**config.mk**
```make
export PLATFORM = sky130hd
export DESIGN_NAME = mem_stage_access
export DESIGN_NICKNAME = d
export VERILOG_FILES = /design/src/rtl/mem_stage_access.sv
export SDC_FILE = /design/constraint.sdc
export NUM_CORES = 1
export LEC_CHECK = 0
export ABC_AREA = 1
export CORE_UTILIZATION = 41
export CTS_CLUSTER_DIAMETER = 150
export DETAILED_ROUTE_END_ITERATION = 8
export GPL_TIMING_DRIVEN = 1
export HOLD_SLACK_MARGIN = 0.05
export PLACE_DENSITY = 0.87
export REMOVE_ABC_BUFFERS = 1
export SYNTH_ARGS = -nofsm -noshare
export SYNTH_HDL_FRONTEND = slang
export SYNTH_SLANG_ARGS = --single-unit
```
**constraint.sdc**
```tcl
create_clock -name clk -period 2.8 [get_ports clk]
set_clock_uncertainty 0.1 [all_clocks]
set_input_delay 0.28 -clock clk [delete_from_list [all_inputs] [get_ports clk]]
set_output_delay 0.28 -clock clk [all_outputs]
set_load 0.05 [all_outputs]
```
**src/rtl/mem_stage_access.sv**
```systemverilog
// MEM-stage data-memory initiator: drives the dcache request, formats the load/store data and stalls the pipeline.
// Latency: request is combinational off EX/MEM; load data passes through on the resp cycle and is latched afterwards.
// Backpressure: stall_o holds all pipeline registers until dmem_resp; DONE state blocks reissue while advance_i is low.
module mem_stage_access #(
  parameter int unsigned TIMEOUT = 1024
) (
  input  logic        clk,
  input  logic        rst,
  input  logic        valid_i,
  input  logic        mem_read_i,
  input  logic        mem_write_i,
  input  logic [2:0]  funct3_i,
  input  logic [31:0] addr_i,
  input  logic [31:0] store_data_i,
  input  logic        advance_i,
  input  logic        dmem_resp,
  input  logic [31:0] dmem_rdata,
  output logic        dmem_read,
  output logic        dmem_write,
  output logic [31:0] dmem_address,
  output logic [31:0] dmem_wdata,
  output logic [3:0]  dmem_mbe,
  output logic [31:0] load_data_o,
  output logic        stall_o,
  output logic        misaligned_o,
  output logic        timeout_o
);

  localparam int unsigned CW = (TIMEOUT > 0) ? $clog2(TIMEOUT + 1) : 1;
  localparam logic [CW-1:0] TMAX = CW'(TIMEOUT);

  typedef enum logic {
    S_ACCESS = 1'b0,
    S_DONE   = 1'b1
  } state_t;

  state_t        state_q, state_d;
  logic [31:0]   latch_q, latch_d;
  logic [CW-1:0] cnt_q, cnt_d;
  logic          timeout_q, timeout_d;

  logic [1:0]    off;
  logic          mem_op;
  logic          pend;
  logic          req;
  logic          resp_acc;
  logic [7:0]    byte_sel;
  logic [15:0]   half_sel;
  logic [31:0]   fmt_data;

  assign off    = addr_i[1:0];
  assign mem_op = valid_i & (mem_read_i | mem_write_i);

  // Alignment check: halves need an even address, words a word-aligned one.
  always_comb begin
    misaligned_o = 1'b0;
    if (mem_op) begin
      case (funct3_i[1:0])
        2'b01:   misaligned_o = addr_i[0];
        2'b10:   misaligned_o = (off != 2'b00);
        default: misaligned_o = 1'b0;
      endcase
    end
  end

  assign pend = mem_op & ~misaligned_o;

  // Address, shifted store data and byte enables.
  always_comb begin
    dmem_address = {addr_i[31:2], 2'b00};
    dmem_wdata   = store_data_i << {off, 3'b000};
    case (funct3_i[1:0])
      2'b00:   dmem_mbe = 4'b0001 << off;
      2'b01:   dmem_mbe = 4'b0011 << off;
      default: dmem_mbe = 4'b1111;
    endcase
  end

  // Load extraction: pick the addressed byte/half and sign- or zero-extend.
  always_comb begin
    case (off)
      2'b00:   byte_sel = dmem_rdata[7:0];
      2'b01:   byte_sel = dmem_rdata[15:8];
      2'b10:   byte_sel = dmem_rdata[23:16];
      default: byte_sel = dmem_rdata[31:24];
    endcase
    half_sel = addr_i[1] ? dmem_rdata[31:16] : dmem_rdata[15:0];
    case (funct3_i)
      3'b000:  fmt_data = {{24{byte_sel[7]}}, byte_sel};
      3'b001:  fmt_data = {{16{half_sel[15]}}, half_sel};
      3'b100:  fmt_data = {24'h0, byte_sel};
      3'b101:  fmt_data = {16'h0, half_sel};
      default: fmt_data = dmem_rdata;
    endcase
  end

  // State register: DONE remembers that the held instruction was already served.
  always_ff @(posedge clk) begin
    if (rst) state_q <= S_ACCESS;
    else     state_q <= state_d;
  end

  // Next state: finish without advance parks in DONE until the pipeline moves.
  always_comb begin
    state_d = state_q;
    case (state_q)
      S_ACCESS: if (resp_acc && !advance_i) state_d = S_DONE;
      S_DONE:   if (advance_i)              state_d = S_ACCESS;
      default:  state_d = S_ACCESS;
    endcase
  end

  // Outputs: requests only from ACCESS, all forced quiet while in reset.
  always_comb begin
    dmem_read  = 1'b0;
    dmem_write = 1'b0;
    req        = 1'b0;
    if (!rst && state_q == S_ACCESS) begin
      dmem_read  = pend & mem_read_i;
      dmem_write = pend & mem_write_i;
      req        = pend;
    end
    resp_acc    = req & dmem_resp;
    stall_o     = req & ~dmem_resp;
    load_data_o = resp_acc ? fmt_data : latch_q;
  end

  // Load latch and wait counter next-state; a stray resp with no request is ignored.
  always_comb begin
    latch_d   = resp_acc ? fmt_data : latch_q;
    cnt_d     = '0;
    timeout_d = timeout_q;
    if (req && !dmem_resp) begin
      cnt_d = (cnt_q == TMAX) ? cnt_q : cnt_q + 1'b1;
      if (TIMEOUT != 0 && cnt_d == TMAX) timeout_d = 1'b1;
    end
  end

  // Datapath registers; reset abandons any access in flight.
  always_ff @(posedge clk) begin
    if (rst) begin
      latch_q   <= '0;
      cnt_q     <= '0;
      timeout_q <= 1'b0;
    end else begin
      latch_q   <= latch_d;
      cnt_q     <= cnt_d;
      timeout_q <= timeout_d;
    end
  end

  assign timeout_o = timeout_q;

endmodule

```
Fig. 1: run 1, the clock network
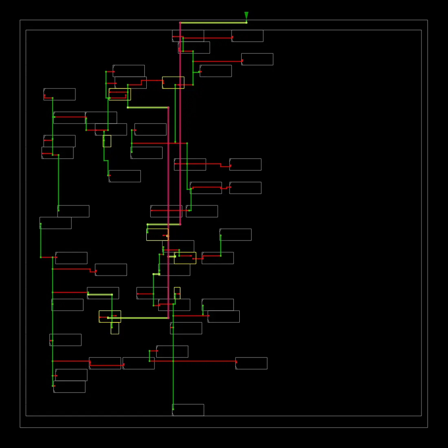
clock buf count: 6
clk ins delay skew pair: 0.30 ns

Fig. 2: run 1, I/O nets highlighted
Scale: 4 px per um.
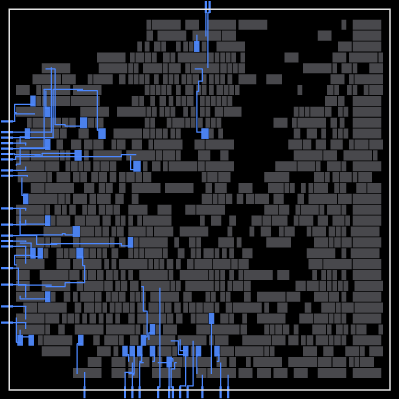
blue -> load_data_o  # bits 32, direction output, edge 18 left, 12 bottom, 2 top, end cells 32, wire 617 um
# IOs: 211
I/O Buffers: 148

==> results.sh, run 1 <==
# flow metrics
export IMPL_outcome="completed"
export IMPL_cts_sinks=45
export IMPL_via_per_inst=5.310
export IMPL_die_area_sq_mm=0.008990
export IMPL_setup_viol=0
export IMPL_power_mw=2.095
export IMPL_firstDrtPassIters=4
export IMPL_ys_cells=576
export IMPL_grt_pass1_wl_mm=20.03
export IMPL_clock_area_share_pct=1.461
export IMPL_grt_overflow_total=0
export IMPL_grt_max_degree=35
export IMPL_fillerInstances=672
export IMPL_fin_crit_ns=2.650
export IMPL_gp_congestion=0.8810
export IMPL_syn_area_sq_mm=0.003532
export IMPL_drv_cap=0
export IMPL_buffers=168
export IMPL_ir_drop_mv=0.2857
export IMPL_timing_fmax_mhz=377.4
export IMPL_comb_share_pct=34.15
export IMPL_crit_start="funct3_i[1]"
export IMPL_p_leak_nw=2.669
export IMPL_clkTransAtPathRegs_ns=0.09
export IMPL_ant_nets=0
export IMPL_final_hold_viol_count=0
export IMPL_tool_warnings=29
export IMPL_synthArstFlopShare_pct=0
export IMPL_grt_pass1_vias=4172
export IMPL_tns_ns=0
export IMPL_worstSetupPathType="input pin to output pin"
export IMPL_regArea_sq_um=900.9
export IMPL_edf_count=0
export IMPL_ctsResizeCount=0
export IMPL_rows=33
export IMPL_ff_type="dfxtp_1"
export IMPL_largest_class="non-clock buffers"
export IMPL_place_inst=793
export IMPL_r2r_slack_ns=1.03
export IMPL_cp_top_family="buffers and inverters"
export IMPL_postSynthSeqShare_pct=25.50
export IMPL_htreeDepth=2
export IMPL_endpoint_kind="output pin"
export IMPL_dpl_worst_slack_ns=0.1115
export IMPL_drc_errors=0
export IMPL_hp_start="timeout_o"
export IMPL_initCoreUtil_pct=42.77
export IMPL_finalWorstSetupSlack_ns=0.1503
export IMPL_biggestRegsByFlops="latch_q: 32 flops, cnt_q: 11 flops"
export IMPL_nonClkBufAreaFrac_pct=40.08
export IMPL_mi_logic_area_sq_mm=0.001929
export IMPL_r2r_start="cnt_q[2]"
export IMPL_yosys_warnings=0
export IMPL_cts_hold_buffers=0
export IMPL_dp_hpwl_mm=10.32
export IMPL_wl_per_cell_um=15.98
export IMPL_die_w_um=94.82
export IMPL_whs_path_depth=2
export IMPL_dpl_cell_area_sq_mm=0.005558
export IMPL_min_period_over_period_pct=94.63
export IMPL_yosys_stat_area_sq_mm=0.003532
export IMPL_die_y_um=94.82
export IMPL_rsz0062_at_grt="true"
export IMPL_worst_ep_arrival_time_ns=2.27
export IMPL_r2r_cells=10
export IMPL_min_to="timeout_o"
export IMPL_hold_path_class="register to register"
export IMPL_antenna_found_initial=0
export IMPL_worstSetupStartpointType="input pin"
export IMPL_postSynthCellCount=576
export IMPL_diodes=0
export IMPL_finalMaxSlewViolations=0
export IMPL_ys_ff=45
export IMPL_regMostFlops="latch_q"
export IMPL_final_nets=806
export IMPL_whs_ns=0.3581
export IMPL_final_util_pct=68.42
export IMPL_flops=45
export IMPL_path_max_fanout=33
export IMPL_n_all_inverters=89
export IMPL_cts_tree="done"
export IMPL_grt_met3_usage_pct=12.56
export IMPL_tapCellCount=105
Fig. 3: run 1, placement by cell class
Scale: 4 px per um. Fill, decap, tap and diode cells in grey.
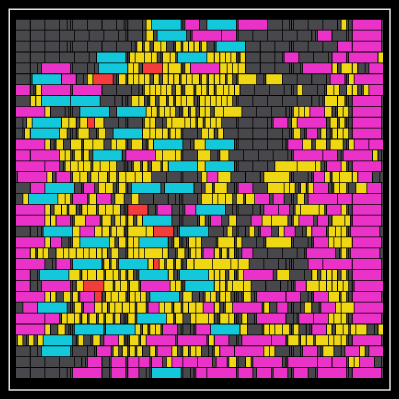
yellow -> combinational and other logic  # cells 475
magenta -> remaining buffers and delay cells  # cells 168
red -> clock drivers and dummy loads  # cells 8
cyan -> sequential cells  # cells 45
sequential portion of the cell area: 15.94%
fin area: 0.005650 sq mm

Fig. 4: run 1, the metal 2 layer
Scale: 4 px per um.
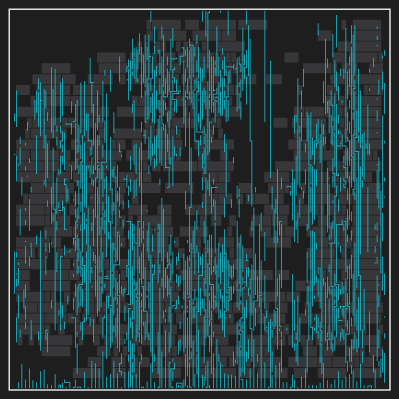
nets with wire on the layer = 697
longest straight run = 51.0 um
wire length on this layer = 6050 um
DR vias: 4253
met2 usage: 51.02%
Post-Route WL: 12.80 mm

[run 1: power breakdown]
part,switching (mW),internal (mW),leakage (nW)
logic,0.573,0.460,2.26
clock network,0.221,0.173,0.0450
registers,0.00635,0.661,0.365
[run 1: synth_stat cells, types with 2 or more instances]
cell / number / area (sq um)
a211oi_1: 7 / 52.55
nand3_1: 22 / 110.1
nand4_1: 4 / 25.02
inv_2: 2 / 7.510
buf_6: 4 / 45.04
clkbuf_1: 15 / 56.30
nand2_1: 118 / 442.9
o221ai_1: 8 / 70.07
ha_1: 5 / 62.56
o21ai_1: 11 / 55.05
o21ai_0: 47 / 235.2
or2_2: 14 / 87.58
dfxtp_1: 45 / 900.9
a21oi_1: 35 / 175.2
xor2_1: 3 / 26.28
nand2_2: 2 / 12.51
buf_4: 33 / 247.7
nand3_4: 2 / 35.03
buf_2: 5 / 25.02
o211ai_1: 10 / 75.07
inv_1: 84 / 315.3
nor2_1: 80 / 300.3
inv_4: 2 / 12.51
nor2_4: 2 / 22.52
o22ai_2: 4 / 50.05
o22ai_1: 4 / 25.02
[run 1: cell families after synthesis]
| kind of cell | after synthesis | synth area share, % |
|---|---|---|
| and+or+nand+nor | 247 | 30.07 |
| other | 1 | 0.1062 |
| DFF | 45 | 25.50 |
| xor gates and xnor gates | 4 | 0.9920 |
| adders and majority gates | 5 | 1.771 |
| AOI/OAI and AO/OA | 128 | 21.36 |
| buffers and inverters | 146 | 20.19 |
[run 1: layout by cell type (no fill, tap or decap), drive strengths merged, types with 4 or more instances in the layout]
master         instances
nor2                  83
a211oi                 7
nand3                 24
clkbuf                 6
nand2                121
or2                   15
inv                   88
a21oi                 36
o21ai                 58
o211ai                10
clkdlybuf4s50         76
buf                   92
nand4                  4
o22ai                  8
dfxtp                 45
o221ai                 8
ha                     5
Fig. 5: run 1, clock wires, drivers and flops
Scale: 4 px per um.
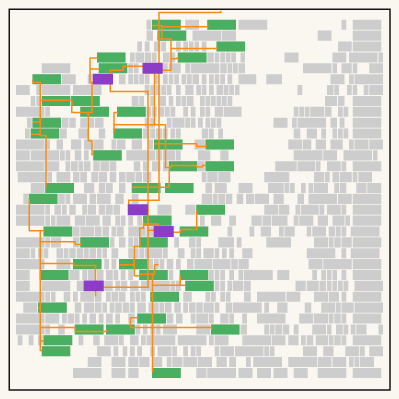

==> run 2, diff against run 1 <==
--- a/config.mk
+++ b/config.mk
@@ -6,12 +6,14 @@
 export NUM_CORES = 1
 export LEC_CHECK = 0
 export ABC_AREA = 1
-export CORE_UTILIZATION = 41
+export CORE_AREA = 2 2 83 85
 export CTS_CLUSTER_DIAMETER = 150
 export DETAILED_ROUTE_END_ITERATION = 8
+export DIE_AREA = 0 0 85 87
+export DONT_BUFFER_PORTS = 1
 export GPL_TIMING_DRIVEN = 1
 export HOLD_SLACK_MARGIN = 0.05
-export PLACE_DENSITY = 0.87
+export PLACE_DENSITY = 0.7
 export REMOVE_ABC_BUFFERS = 1
 export SYNTH_ARGS = -nofsm -noshare
 export SYNTH_HDL_FRONTEND = slang
Fig. 6: run 2, clock wires, drivers and flops
Scale: 6 px per um.
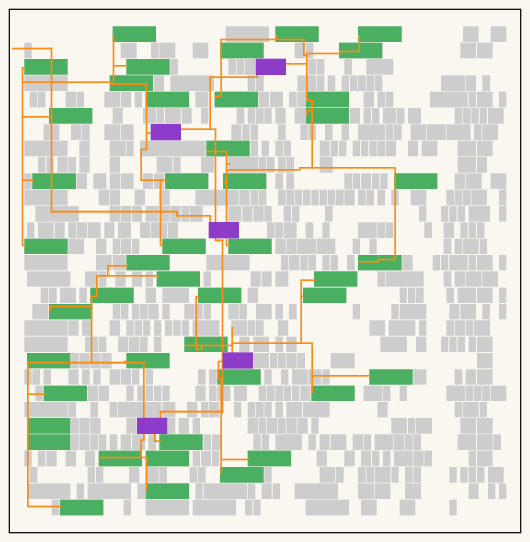
orange -> clock wires  # length 625 um
purple -> clock drivers  # count 5
green -> flip-flops  # count 45
routed clock nets = 6
P_clk: 528 uW
Clk pwr share: 27.4%

Fig. 7: run 2, the metal 2 layer
Scale: 6 px per um.
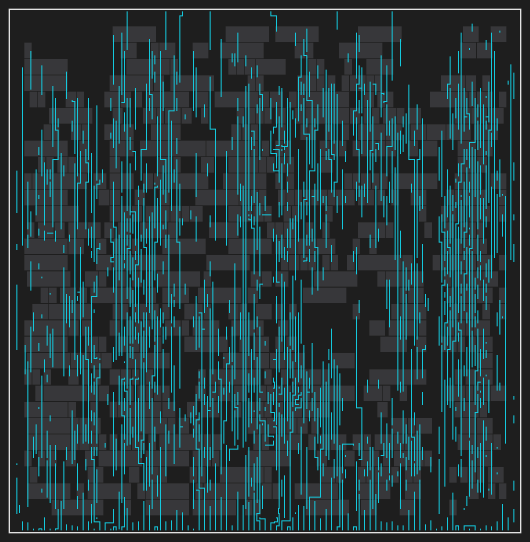
longest straight run = 59.2 um
wire length on this layer = 5080 um
nets with wire on the layer = 584
share of all routed wire = 42%
met2 usage: 49.15%
DR vias: 3764
Post-Route WL: 11.98 mm

==> results.sh, run 2 <==
# flow metrics
export IMPL_finalMaxSlewViolations=0
export IMPL_finalWorstSetupSlack_ns=0.2684
export IMPL_path_cells="or2_4 > nor2_4 > nand3_4 > inv_4 > or2_2 > inv_1 > a21oi_1 > buf_4"
export IMPL_dp_hpwl_mm=9.190
export IMPL_gp_congestion=0.9106
export IMPL_yosys_warnings=0
export IMPL_drtIter0Drc=269
export IMPL_worst_ep_arrival_time_ns=2.15
export IMPL_synth_cell_types=34
export IMPL_yosys_area_top_type="dfxtp_1"
export IMPL_clock_root_buffer="clkbuf_8"
export IMPL_finish_instance_area_sq_mm=0.004138
export IMPL_yosys_stat_area_sq_mm=0.003532
export IMPL_place_inst=663
export IMPL_regMostFlops="latch_q"
export IMPL_dpl_cell_area_sq_mm=0.003985
export IMPL_fa_ha_area_share_pct=1.771
export IMPL_die_area_sq_mm=0.007395
export IMPL_p_leak_nw=2.073
export IMPL_cellPowerDensity_mw_per_mm2=464.7
export IMPL_firstDrtPassIters=5
export IMPL_cts_path_max_buffers=2
export IMPL_grt_overflow_total=0
export IMPL_syn_area_sq_mm=0.003532
export IMPL_ys_cells=576
export IMPL_cp_top_family="buffers and inverters"
export IMPL_tns_ns=0
export IMPL_rows=30
export IMPL_worstSetupPathType="register to output pin"
export IMPL_grt_max_degree=56
export IMPL_track_usage_pct=32.07
export IMPL_tool_warnings=28
export IMPL_synth_most_common_cell="nand2_1"
export IMPL_min_period_over_period_pct=90.42
export IMPL_hold_path_class="input pin to register"
export IMPL_critPathRequiredTime_ns=2.42
export IMPL_biggestRegsByFlops="latch_q: 32 flops, cnt_q: 11 flops"
export IMPL_design_core_area_sq_mm=0.006569
export IMPL_mostFrequentLayoutCell="nand2_1"
export IMPL_rsz0062_at_grt="false"
export IMPL_cts_tree="done"
export IMPL_clkTransAtPathRegs_ns=0.09
export IMPL_aoi_share_pct=21.36
export IMPL_ctsResizeCount=0
export IMPL_drv_cap=0
export IMPL_synth_avg_cell_area_sq_um=6.132
export IMPL_antenna_found_initial=3
export IMPL_via_per_inst=5.585
export IMPL_ys_sh_simple_pct=30.07
export IMPL_ff_type="dfxtp_1"
export IMPL_power_mw=1.923
export IMPL_dpl_worst_slack_ns=0.4022
export IMPL_fillerInstances=616
export IMPL_mux_share_pct=0
export IMPL_final_cells=674
export IMPL_top_logic_kind="simple AND/OR/NAND/NOR gates"
export IMPL_num_io_pins=211
export IMPL_ys_ff=45
export IMPL_drive_above_1_share_pct=17.54
export IMPL_fin_crit_ns=2.532
export IMPL_mi_logic_area_sq_mm=0.001922
export IMPL_largest_reg_flops=32
export IMPL_ir_drop_mv=0.3721
export IMPL_wl_per_cell_um=17.77
export IMPL_drc_errors=0
export IMPL_max_stage_delay_ns=0.39
export IMPL_htreeDepth=2
export IMPL_synth_area_top_cells="dfxtp_1 (26%), nand2_1 (13%), inv_1 (8.9%)"
export IMPL_slew_headroom_pct=40.06
export IMPL_synthArstFlopShare_pct=0
export IMPL_die_y_um=87
export IMPL_xor_area_share_pct=0.9919
export IMPL_final_nets=703
export IMPL_cts_buffers=5
export IMPL_regArea_sq_um=900.9
export IMPL_clkLatencyLatePin_ns=0.30
export IMPL_endpoint_kind="output pin"
export IMPL_layout_top_cells="nand2_1 (118), inv_1 (84), nor2_1 (80), dfxtp_1 (45), o21ai_0 (44)"
export IMPL_yosys_top_cells_count="nand2_1 (118), inv_1 (84), nor2_1 (80)"
export IMPL_port_buffers=0
export IMPL_cts_sinks=45
export IMPL_area_growth_pct=17.14
export IMPL_postSynthSeqShare_pct=25.50
export IMPL_final_hold_viol_count=0
export IMPL_grt_pass1_vias=3615
export IMPL_outcome="completed"
export IMPL_die_w_um=85
export IMPL_edf_count=0
export IMPL_worstSetupStartpointType="register"
export IMPL_setup_viol=0
export IMPL_top_cell_area_share_pct=25.50
export IMPL_timing_fmax_mhz=395.0
export IMPL_worst_pin_slew_ns=0.8957
export IMPL_path_max_fanout=55
export IMPL_whs_ns=0.1128
export IMPL_initCoreUtil_pct=53.77
export IMPL_crit_slowest_cell="inv_4"
export IMPL_final_util_pct=62.99
export IMPL_ant_nets=0
export IMPL_cp_num_buf_inv=3
export IMPL_postSynthCellCount=576
export IMPL_grt_pass1_wl_mm=18.17
## run 2: cell counts after synthesis
No cell type changed its count.
## run 2: layout make-up
cell class / instances / share of cell area (%)
multi-input cells: 386 / 46.45
flip-flops and latches: 45 / 21.77
repair buffers: 65 / 18.20
inverters: 89 / 8.195
well taps: 80 / 2.419
clock buffers: 6 / 1.996
clock inverters: 2 / 0.9072
diodes: 1 / 0.06048
## run 2: per-layer routing
metal | up-vias | track usage, % | part of all wire, %
met1 | 1697 | 35.51 | 38
met3 | 15 | 23.41 | 18
met2 | 217 | 49.15 | 42
li1 | 1831 | - | -
met4 | 4 | 7.792 | 1.0
met5 | - | 4.196 | 0.50
## run 2: worst paths after layout
path	end	slack, ns	from	cells past startpoint
worst max-delay path	load_data_o[2]	0.27	state_q	8
worst min-delay path	cnt_q[10]	0.11	dmem_resp	3
worst max register to register	latch_q[8]	0.97	state_q	7
worst min register to register	state_q	0.39	state_q	1
## run 2: timing repair
action / 4_1_cts / 5_1_grt
hold endpoints to repair: 34 / 0
hold buffers: 2 / 0
setup buffers: 0 / 0
## run 2: power breakdown
part / internal [mW] / total [mW] / switching [mW]
clock network: 0.291 / 0.528 / 0.237
logic: 0.230 / 0.728 / 0.498
registers: 0.661 / 0.667 / 0.00587
## run 2: worst min-delay path: stages
cell and delay [ns]:
nor2_4 0.07, nand2_1 0.10, inv_1 0.04
## run 2: cell families after synthesis
family	after synthesis
xor+xnor	4
flops	45
other cells	1
buf+inv	146
simple gates	247
compound gates	128
fa+ha+maj	5
Power figures rest on the tool's default switching activity, not on a simulated workload.
